$ cat src/rtl/rom_char_arbiter_if.sv
// Requester-side bundle for one port of the character-ROM arbiter.
// Request handshake and the response pulse share one interface.
interface rom_char_arbiter_if #(
    parameter int ADDR_WIDTH = 10,
    parameter int DATA_WIDTH = 32
);
    logic                  valid;
    logic [ADDR_WIDTH-1:0] addr;
    logic                  ready;
    logic                  rsp_valid;
    logic [DATA_WIDTH-1:0] rsp_data;

    modport master (
        output valid,
        output addr,
        input  ready,
        input  rsp_valid,
        input  rsp_data
    );

    modport slave (
        input  valid,
        input  addr,
        output ready,
        output rsp_valid,
        output rsp_data
    );
endinterface

$ cat src/rtl/rom_char_arbiter.sv
// Round-robin arbiter sharing the single-port font ROM between two overlay
// engines; a {valid,id} tag pipeline steers each returned word to its issuer.
module rom_char_arbiter #(
    parameter int ADDR_WIDTH = 10,
    parameter int DATA_WIDTH = 32,
    parameter int RD_LATENCY = 1
) (
    input  logic                  clk,
    input  logic                  rst,
    input  logic                  en,
    rom_char_arbiter_if.slave     req0,
    rom_char_arbiter_if.slave     req1,
    output logic [ADDR_WIDTH-1:0] rom_addr,
    output logic                  rom_clk_en,
    input  logic [DATA_WIDTH-1:0] rom_rd_data,
    output logic                  busy
);

    logic                  grant0;
    logic                  grant1;
    logic                  last_grant;
    logic [ADDR_WIDTH-1:0] addr_q;
    logic [RD_LATENCY-1:0] stg_valid;
    logic [RD_LATENCY-1:0] stg_id;
    logic                  rsp0_valid_q;
    logic                  rsp1_valid_q;
    logic [DATA_WIDTH-1:0] rsp0_data_q;
    logic [DATA_WIDTH-1:0] rsp1_data_q;
    logic                  active;

    // last_grant==1 means requester 0 wins the next contention
    always_comb begin
        grant0 = !rst && en && req0.valid && (!req1.valid || last_grant);
        grant1 = !rst && en && req1.valid && (!req0.valid || !last_grant);
    end

    assign req0.ready = grant0;
    assign req1.ready = grant1;

    always_comb begin
        rom_addr = addr_q;
        if (rst)
            rom_addr = '0;
        else if (grant0)
            rom_addr = req0.addr;
        else if (grant1)
            rom_addr = req1.addr;
    end

    assign active     = !rst && (grant0 || grant1 || (|stg_valid));
    assign rom_clk_en = active;
    assign busy       = active;

    always_ff @(posedge clk) begin
        if (rst) begin
            last_grant <= 1'b1;
            addr_q     <= '0;
        end else if (grant0) begin
            last_grant <= 1'b0;
            addr_q     <= req0.addr;
        end else if (grant1) begin
            last_grant <= 1'b1;
            addr_q     <= req1.addr;
        end
    end

    // Tag pipeline mirrors the ROM read latency; the last stage qualifies rom_rd_data
    always_ff @(posedge clk) begin
        if (rst) begin
            stg_valid <= '0;
            stg_id    <= '0;
        end else begin
            stg_valid[0] <= grant0 || grant1;
            stg_id[0]    <= grant1;
            for (int i = 1; i < RD_LATENCY; i++) begin
                stg_valid[i] <= stg_valid[i-1];
                stg_id[i]    <= stg_id[i-1];
            end
        end
    end

    always_ff @(posedge clk) begin
        if (rst) begin
            rsp0_valid_q <= 1'b0;
            rsp1_valid_q <= 1'b0;
            rsp0_data_q  <= '0;
            rsp1_data_q  <= '0;
        end else begin
            rsp0_valid_q <= stg_valid[RD_LATENCY-1] && !stg_id[RD_LATENCY-1];
            rsp1_valid_q <= stg_valid[RD_LATENCY-1] &&  stg_id[RD_LATENCY-1];
            if (stg_valid[RD_LATENCY-1] && !stg_id[RD_LATENCY-1])
                rsp0_data_q <= rom_rd_data;
            if (stg_valid[RD_LATENCY-1] && stg_id[RD_LATENCY-1])
                rsp1_data_q <= rom_rd_data;
        end
    end

    assign req0.rsp_valid = rsp0_valid_q;
    assign req0.rsp_data  = rsp0_data_q;
    assign req1.rsp_valid = rsp1_valid_q;
    assign req1.rsp_data  = rsp1_data_q;

endmodule

$ cat src/flat_wrapper.sv
// flat-port wrapper written by rule: the top's interface ports become plain ports
module rom_char_arbiter_flat 
#(
    parameter int ADDR_WIDTH = 10,
    parameter int DATA_WIDTH = 32,
    parameter int RD_LATENCY = 1
)
  (clk, rst, en, rom_addr, rom_clk_en, rom_rd_data, busy, req0_valid, req0_addr, req0_ready, req0_rsp_valid, req0_rsp_data, req1_valid, req1_addr, req1_ready, req1_rsp_valid, req1_rsp_data);
  rom_char_arbiter_if #(.ADDR_WIDTH(ADDR_WIDTH), .DATA_WIDTH(DATA_WIDTH)) req0_i ();
  rom_char_arbiter_if #(.ADDR_WIDTH(ADDR_WIDTH), .DATA_WIDTH(DATA_WIDTH)) req1_i ();
  input  logic clk;
  input  logic rst;
  input  logic en;
  output logic [ADDR_WIDTH-1:0] rom_addr;
  output logic rom_clk_en;
  input  logic [DATA_WIDTH-1:0] rom_rd_data;
  output logic busy;
  input wire logic [$bits(req0_i.valid)-1:0] req0_valid;
  input wire logic [$bits(req0_i.addr)-1:0] req0_addr;
  output wire logic [$bits(req0_i.ready)-1:0] req0_ready;
  output wire logic [$bits(req0_i.rsp_valid)-1:0] req0_rsp_valid;
  output wire logic [$bits(req0_i.rsp_data)-1:0] req0_rsp_data;
  input wire logic [$bits(req1_i.valid)-1:0] req1_valid;
  input wire logic [$bits(req1_i.addr)-1:0] req1_addr;
  output wire logic [$bits(req1_i.ready)-1:0] req1_ready;
  output wire logic [$bits(req1_i.rsp_valid)-1:0] req1_rsp_valid;
  output wire logic [$bits(req1_i.rsp_data)-1:0] req1_rsp_data;
  assign req0_i.valid = req0_valid;
  assign req0_i.addr = req0_addr;
  assign req0_ready = req0_i.ready;
  assign req0_rsp_valid = req0_i.rsp_valid;
  assign req0_rsp_data = req0_i.rsp_data;
  assign req1_i.valid = req1_valid;
  assign req1_i.addr = req1_addr;
  assign req1_ready = req1_i.ready;
  assign req1_rsp_valid = req1_i.rsp_valid;
  assign req1_rsp_data = req1_i.rsp_data;
  rom_char_arbiter #(.ADDR_WIDTH(ADDR_WIDTH), .DATA_WIDTH(DATA_WIDTH), .RD_LATENCY(RD_LATENCY)) u_core (.clk(clk), .rst(rst), .en(en), .req0(req0_i), .req1(req1_i), .rom_addr(rom_addr), .rom_clk_en(rom_clk_en), .rom_rd_data(rom_rd_data), .busy(busy));
endmodule
$ cat config.mk
export PLATFORM = sky130hd
export DESIGN_NAME = rom_char_arbiter_flat
export DESIGN_NICKNAME = d
export VERILOG_FILES = /design/src/rtl/rom_char_arbiter_if.sv /design/src/rtl/rom_char_arbiter.sv /design/src/flat_wrapper.sv
export SDC_FILE = /design/constraint.sdc
export NUM_CORES = 1
export LEC_CHECK = 0
export CORE_AREA = 4 4 95 97
export DETAILED_ROUTE_END_ITERATION = 6
export DIE_AREA = 0 0 99 101
export PLACE_DENSITY = 0.74
export SLEW_MARGIN = 15
export SYNTH_ARGS = -nofsm -noshare
export SYNTH_HDL_FRONTEND = slang
export SYNTH_SLANG_ARGS = --single-unit
$ cat constraint.sdc
create_clock -name clk -period 1.3 [get_ports clk]
set_clock_uncertainty 0.2 [all_clocks]
set_input_delay 0.195 -clock clk [delete_from_list [all_inputs] [get_ports clk]]
set_output_delay 0.195 -clock clk [all_outputs]
set_load 0.03 [all_outputs]
The metal 1 layer:
Scale bar: 20 um.
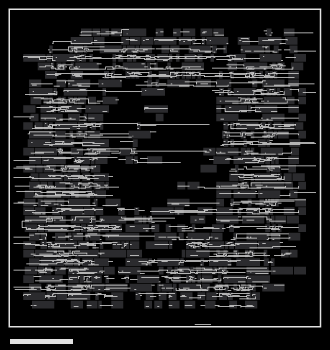
The wires run mostly horizontal. 502 nets have wire on it. The layer carries 3,970 um of wire.

Signal wires on met2:
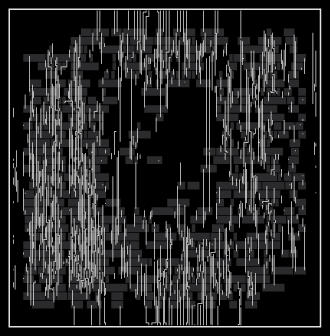
The layer holds 48% of the routed length. The layer carries 4,510 um of wire. The longest straight run is 37.7 um.

Met3 routing:
Scale bar: 20 um.
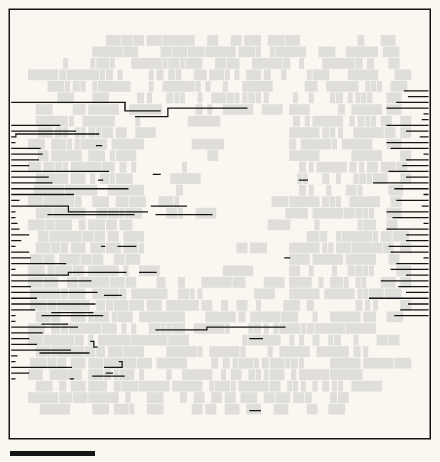
The wires run mostly horizontal. The layer carries 866 um of wire. The layer holds 9.1% of the routed length. 98 nets have wire on it.

==> impl_metrics.csv <==
group,metric,value,unit
critical_path,r2r-end,"u_core.last_grant",
clock_network,cts_buffers,9,
finish,clkbuf_count,11,
pwr,power_clock,1.78,mW
die,initial_core_util,0.3641,
drt,met2WireLength,4514,um
min_path,worstHoldPathCells,3,
critical_path,reg2regPathDepth,4,
clock_network,cts.sinks,79,
critical_path,r2r_start,"u_core.last_grant",
timing,fin_ws,-0.6526,ns
timing,setup_violations,21,
critical_path,startpoint,"u_core.last_grant",
finish,nNetsFinal,578,
timing,drv_slew,0,
timing,finalSetupTns,-8.620,ns
drt,dr.pass1.iters,6,
logic_synthesis,syn_nets,429,
finish,mi_logic_area,1455,um^2
logic_synthesis,ys_sh_mux,0,
finish,comb-cell-share,0.2888,
die,floorplan.tapcells,105,
critical_path,critPathKind,"reg2out",
finish,dominant-cell-class,"flip-flops and latches",
clock_network,clkSlewWorstSetupHoldPaths,0.08,ns
outcome,violations,"setup timing",
die,row_count,33,
logic_synthesis,synth_seq_share,0.5340,
die,core_area,8134,um^2
critical_path,cp.buffers_inverters,1,
drt,highest_layer,"met4",
finish,nNonClkInverters,12,
job,warnings,29,
finish,fillers,690,
die,die_h,101,um
outcome,outcome,"finished with violations",
tightest hold or removal path, cell delays in order:
cell and delay [ns]:
buf_2 0.12, buf_4 0.21, a21oi_1 0.05
state kept, by name, indices dropped and copies added (netlist names):
name / count
u_core.req1.rsp_valid: 1
u_core.req0.rsp_data: 32
u_core.req1.rsp_data: 32
u_core.stg_id: 1
u_core.addr_q: 10
u_core.req0.rsp_valid: 1
u_core.stg_valid: 1
u_core.last_grant: 1
stage by stage:
| stage | power (mW) | util |
|---|---|---|
| after detailed placement | 3.441 | 0.5418 |
| after floorplan | 3.028 | - |
| final | 5.298 | 0.6194 |
| after CTS | 5.297 | 0.5934 |
| after global routing | 5.550 | 0.6194 |
| after global placement | 3.429 | 0.5418 |
No activity file was given, so power comes from the tool's default toggle rates.
